## src/rtl/key_sched_if.sv

```systemverilog
// Handshake/control bundle between the key-schedule sequencer and its user.
interface key_sched_if #(parameter int RW = 4);
  logic          start;
  logic          abort;
  logic          key_ready;
  logic [RW-1:0] round_number;
  logic          bypass;
  logic          enable_key_expansion;
  logic          key_valid;
  logic [RW-1:0] key_round;
  logic          busy;
  logic          done;

  modport master (
    output start, abort, key_ready,
    input  round_number, bypass, enable_key_expansion, key_valid, key_round, busy, done
  );

  modport slave (
    input  start, abort, key_ready,
    output round_number, bypass, enable_key_expansion, key_valid, key_round, busy, done
  );
endinterface

```

## src/rtl/key_sched_ctrl.sv

```systemverilog
// Sequencer stepping an external AES-128 key register from the cipher key
// through round key ROUNDS, one expansion per accepted key_ready handshake.
module key_sched_ctrl #(
  parameter int ROUNDS = 10,
  parameter int RW     = 4
) (
  input  logic           clk,
  input  logic           rst,
  key_sched_if.slave     bus
);

  localparam logic [1:0] IDLE   = 2'd0;
  localparam logic [1:0] LOAD   = 2'd1;
  localparam logic [1:0] EXPAND = 2'd2;
  localparam logic [1:0] DONE   = 2'd3;

  localparam logic [RW-1:0] LAST = RW'(ROUNDS);

  logic [1:0]    state_q, state_d;
  logic [RW-1:0] rnd_q, rnd_d;
  logic [RW-1:0] key_round_q, key_round_d;
  logic          key_valid_q, key_valid_d;
  logic          bypass_q, bypass_d;
  logic          done_q, done_d;
  logic          step;

  // One expansion step: the consumer has taken the key and nothing cancels it.
  assign step = (state_q == EXPAND) & bus.key_ready & ~bus.abort;

  always_comb begin
    state_d     = state_q;
    rnd_d       = rnd_q;
    key_round_d = key_round_q;
    key_valid_d = key_valid_q;
    done_d      = 1'b0;

    case (state_q)
      IDLE: begin
        if (bus.start) state_d = LOAD;
      end
      LOAD: begin
        state_d     = EXPAND;
        rnd_d       = RW'(1);
        key_valid_d = 1'b1;
        key_round_d = '0;
      end
      EXPAND: begin
        if (step) begin
          key_round_d = rnd_q;
          if (rnd_q == LAST) begin
            state_d = DONE;
            done_d  = 1'b1;
          end else begin
            rnd_d = rnd_q + RW'(1);
          end
        end
      end
      DONE: begin
        if (bus.key_ready) begin
          state_d     = IDLE;
          rnd_d       = '0;
          key_valid_d = 1'b0;
          key_round_d = '0;
        end
      end
      default: state_d = IDLE;
    endcase

    // Abort returns to IDLE with every idle value and suppresses the done pulse.
    if (bus.abort) begin
      state_d     = IDLE;
      rnd_d       = '0;
      key_valid_d = 1'b0;
      key_round_d = '0;
      done_d      = 1'b0;
    end

    bypass_d = (state_d == LOAD);
  end

  always_ff @(posedge clk) begin
    if (!rst) begin
      state_q     <= IDLE;
      rnd_q       <= '0;
      key_round_q <= '0;
      key_valid_q <= 1'b0;
      bypass_q    <= 1'b0;
      done_q      <= 1'b0;
    end else begin
      state_q     <= state_d;
      rnd_q       <= rnd_d;
      key_round_q <= key_round_d;
      key_valid_q <= key_valid_d;
      bypass_q    <= bypass_d;
      done_q      <= done_d;
    end
  end

  // rnd is 0 in IDLE/LOAD and parks at ROUNDS in DONE, so it doubles as round_number.
  assign bus.round_number         = rnd_q;
  assign bus.bypass               = bypass_q;
  assign bus.enable_key_expansion = step;
  assign bus.key_valid            = key_valid_q;
  assign bus.key_round            = key_round_q;
  assign bus.busy                 = (state_q != IDLE);
  assign bus.done                 = done_q;

endmodule

```

## src/flat_wrapper.sv

```systemverilog
// flat-port wrapper written by rule: the top's interface ports become plain ports
module key_sched_ctrl_flat 
#(
  parameter int ROUNDS = 10,
  parameter int RW     = 4
)
  (clk, rst, bus_start, bus_abort, bus_key_ready, bus_round_number, bus_bypass, bus_enable_key_expansion, bus_key_valid, bus_key_round, bus_busy, bus_done);
  key_sched_if #(.RW(RW)) bus_i ();
  input  logic clk;
  input  logic rst;
  input wire logic [$bits(bus_i.start)-1:0] bus_start;
  input wire logic [$bits(bus_i.abort)-1:0] bus_abort;
  input wire logic [$bits(bus_i.key_ready)-1:0] bus_key_ready;
  output wire logic [$bits(bus_i.round_number)-1:0] bus_round_number;
  output wire logic [$bits(bus_i.bypass)-1:0] bus_bypass;
  output wire logic [$bits(bus_i.enable_key_expansion)-1:0] bus_enable_key_expansion;
  output wire logic [$bits(bus_i.key_valid)-1:0] bus_key_valid;
  output wire logic [$bits(bus_i.key_round)-1:0] bus_key_round;
  output wire logic [$bits(bus_i.busy)-1:0] bus_busy;
  output wire logic [$bits(bus_i.done)-1:0] bus_done;
  assign bus_i.start = bus_start;
  assign bus_i.abort = bus_abort;
  assign bus_i.key_ready = bus_key_ready;
  assign bus_round_number = bus_i.round_number;
  assign bus_bypass = bus_i.bypass;
  assign bus_enable_key_expansion = bus_i.enable_key_expansion;
  assign bus_key_valid = bus_i.key_valid;
  assign bus_key_round = bus_i.key_round;
  assign bus_busy = bus_i.busy;
  assign bus_done = bus_i.done;
  key_sched_ctrl #(.ROUNDS(ROUNDS), .RW(RW)) u_core (.clk(clk), .rst(rst), .bus(bus_i));
endmodule
```

## config.mk

```make
export PLATFORM = sky130hd
export DESIGN_NAME = key_sched_ctrl_flat
export DESIGN_NICKNAME = d
export VERILOG_FILES = /design/src/rtl/key_sched_if.sv /design/src/rtl/key_sched_ctrl.sv /design/src/flat_wrapper.sv
export SDC_FILE = /design/constraint.sdc
export NUM_CORES = 1
export LEC_CHECK = 0
export CAP_MARGIN = 30
export CORE_UTILIZATION = 40
export DETAILED_ROUTE_END_ITERATION = 8
export PLACE_DENSITY = 0.68
export SYNTH_ARGS = -nofsm -noshare
export SYNTH_HDL_FRONTEND = slang
export SYNTH_SLANG_ARGS = --single-unit
```

## constraint.sdc

```tcl
create_clock -name clk -period 1.7 [get_ports clk]
set_input_delay 0.34 -clock clk [delete_from_list [all_inputs] [get_ports clk]]
set_output_delay 0.34 -clock clk [all_outputs]
set_load 0.005 [all_outputs]
```

==> Changelog: implementation <==
### Implementation results

* Non-CTS buffers at 28
* RSZ-0062 raised after global routing: no
* Fin area at approximately 900 um^2
* Number of gates resized after CTS at 3
* Post-Synthesis Cells at about 74
* Max rail drop VDD at 0.327 mV
* Post-Synth XOR/XNOR Area at 0%
* MUX share of area at 0%
* # hold bufs at CTS at 0
* Tap cells at 15
* Fin crit period at between 1500 and 2000 ps
* Startpoint types: input port
* CTS buffer count at 3
* Nets at between 100 and 150
* Critical Path Fanout Max at 2
* Total grt overflow at 0
* Comb gates at roughly 54
* Critical Path, Cell by Cell: clkdlybuf4s50_1 > nand2b_1 > nor2_2 > dlygate4sd2_1
* # DRC at 0
* Flop share of the area at 29.2%
* Top cells by area: dfxtp_1 43%, nand2b_1 5.1%, a21oi_1 4.9%, nand3_1 4.9%, ha_1 4.1%
* WP data arrival at 1280 ps
* Layout area overhead at 47.1%
* Drt initial violations at 23
* Final Total Pwr at about 580 uW
* Maxcap violations at 0
* Root Buffer: clkbuf_4
* Routability cong. at roughly 0.8
* Post-route ant nets at 0
* Critical path capture point type: primary output
* Outcome: complete, no violations
* Aoi share at roughly 22%
* Rows at 13
* Most common reg cell: dfxtp_1
* Leakage power at ~0.34 nW
* Synthesized area at approximately 610 um^2
* Final Util at 65.8%
* YS warnings at 0
* Gr usage total at about a fifth
* And+or+nand+nor area frac at 27.3%
* Count of different cell masters after synthesis at 25
-- Yosys cell counts (all sizes together) (2+ instances only) --
cell type   n
o21ai       4
or3         2
nand2       5
ha          2
dfxtp      13
nand3b      2
nand2b      5
clkbuf      2
inv         3
buf         2
nor2        6
nor2b       4
o21a        3
a31oi       2
a21oi       6
nand3       6
-- final timing paths --
kind / startpoint / endpoint / slack (ps) / cells after the start
min reg2reg: u_core.bus.key_round[1] / u_core.bus.key_round[1] / 450 / 2
max: bus_abort / bus_enable_key_expansion / 80 / 4
max reg2reg: u_core.state_q[0] / u_core.bus.round_number[0] / 240 / 6
min: u_core.bus.key_round[1] / u_core.bus.key_round[1] / 450 / 2
-- registers in the layout, indices dropped and copies added (netlist names) --
register and cells:
u_core.bus.bypass 1, u_core.bus.done 1, u_core.bus.key_round 4, u_core.bus.key_valid 1
u_core.bus.round_number 4, u_core.state_q 2
-- report_power, final --
part | total, mW | switching (mW) | leakage (nW) | internal [mW]
Sequential | 0.314 | 0.00476 | 0.106 | 0.309
Combinational | 0.0767 | 0.0343 | 0.222 | 0.0425
Clock | 0.185 | 0.0937 | 0.0150 | 0.0909
-- kinds of logic (layout without fill, tap and decap cells) --
| family | count (synthesis) | count (layout) |
|---|---|---|
| AND-OR/OR-AND | 20 | 20 |
| adder cells (fa/ha/maj) | 2 | 2 |
| AND/OR/NAND/NOR | 32 | 32 |
| buffers and inverters | 7 | 35 |
| flip-flops | 13 | 13 |
-- tightest hold or removal path, stage by stage (launching register included) --
cell and delay [ps]:
dfxtp_1 310, nand2_1 50, a21oi_1 50
-- per-layer routing --
metal | up-vias | global-route usage (%)
li1 | 314 | -
met1 | 283 | 24.2
met2 | 29 | 33.2
met3 | 2 | 8.15
met4 | 0 | 10.0
met5 | - | 0
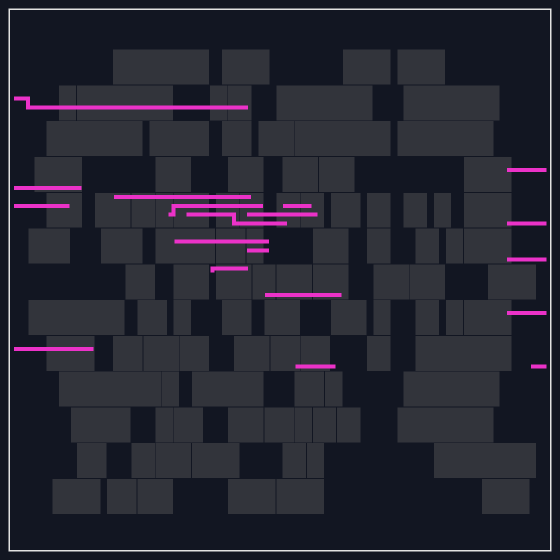
layer_met3.png
Cells faint in the background.
share of all routed wire: 6.6%
wire length on this layer: 96.3 um
main direction: horizontal
longest straight run: 16.6 um
via count of the routed design: 628
WL final: 1450 um
met3 GRT Util: 8.15%

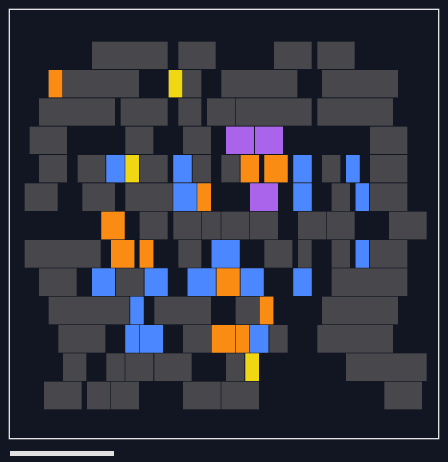
logic_types.png
Scale bar: 10 um.
| colour | family | cells | most used |
|---|---|---|---|
| purple | non-inverting ao/oa cells | 3 | o21a_1 |
| blue | nand cells | 18 | nand3_1 |
| orange | nor cells | 11 | nor2_1 |
| yellow | inv cells | 3 | inv_1 |
most frequent logic cell in the layout: clkdlybuf4s50_1
Comb/total area: 36.2%
Cell Count, Final, Fillers Out: 117

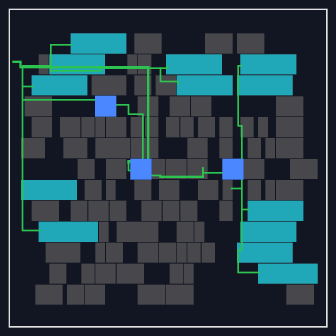
clk_routes.png
[blue] clock drivers | count: 3
[cyan] flip-flops | count: 13
[green] clock wires | length: 160 um
routed clock nets: 4
Power Clock: 185 uW
Clk pwr share: 32.1%
Skew-Pair Late Insertion Delay: 270 ps

Power is estimated from default activity; no workload was simulated.
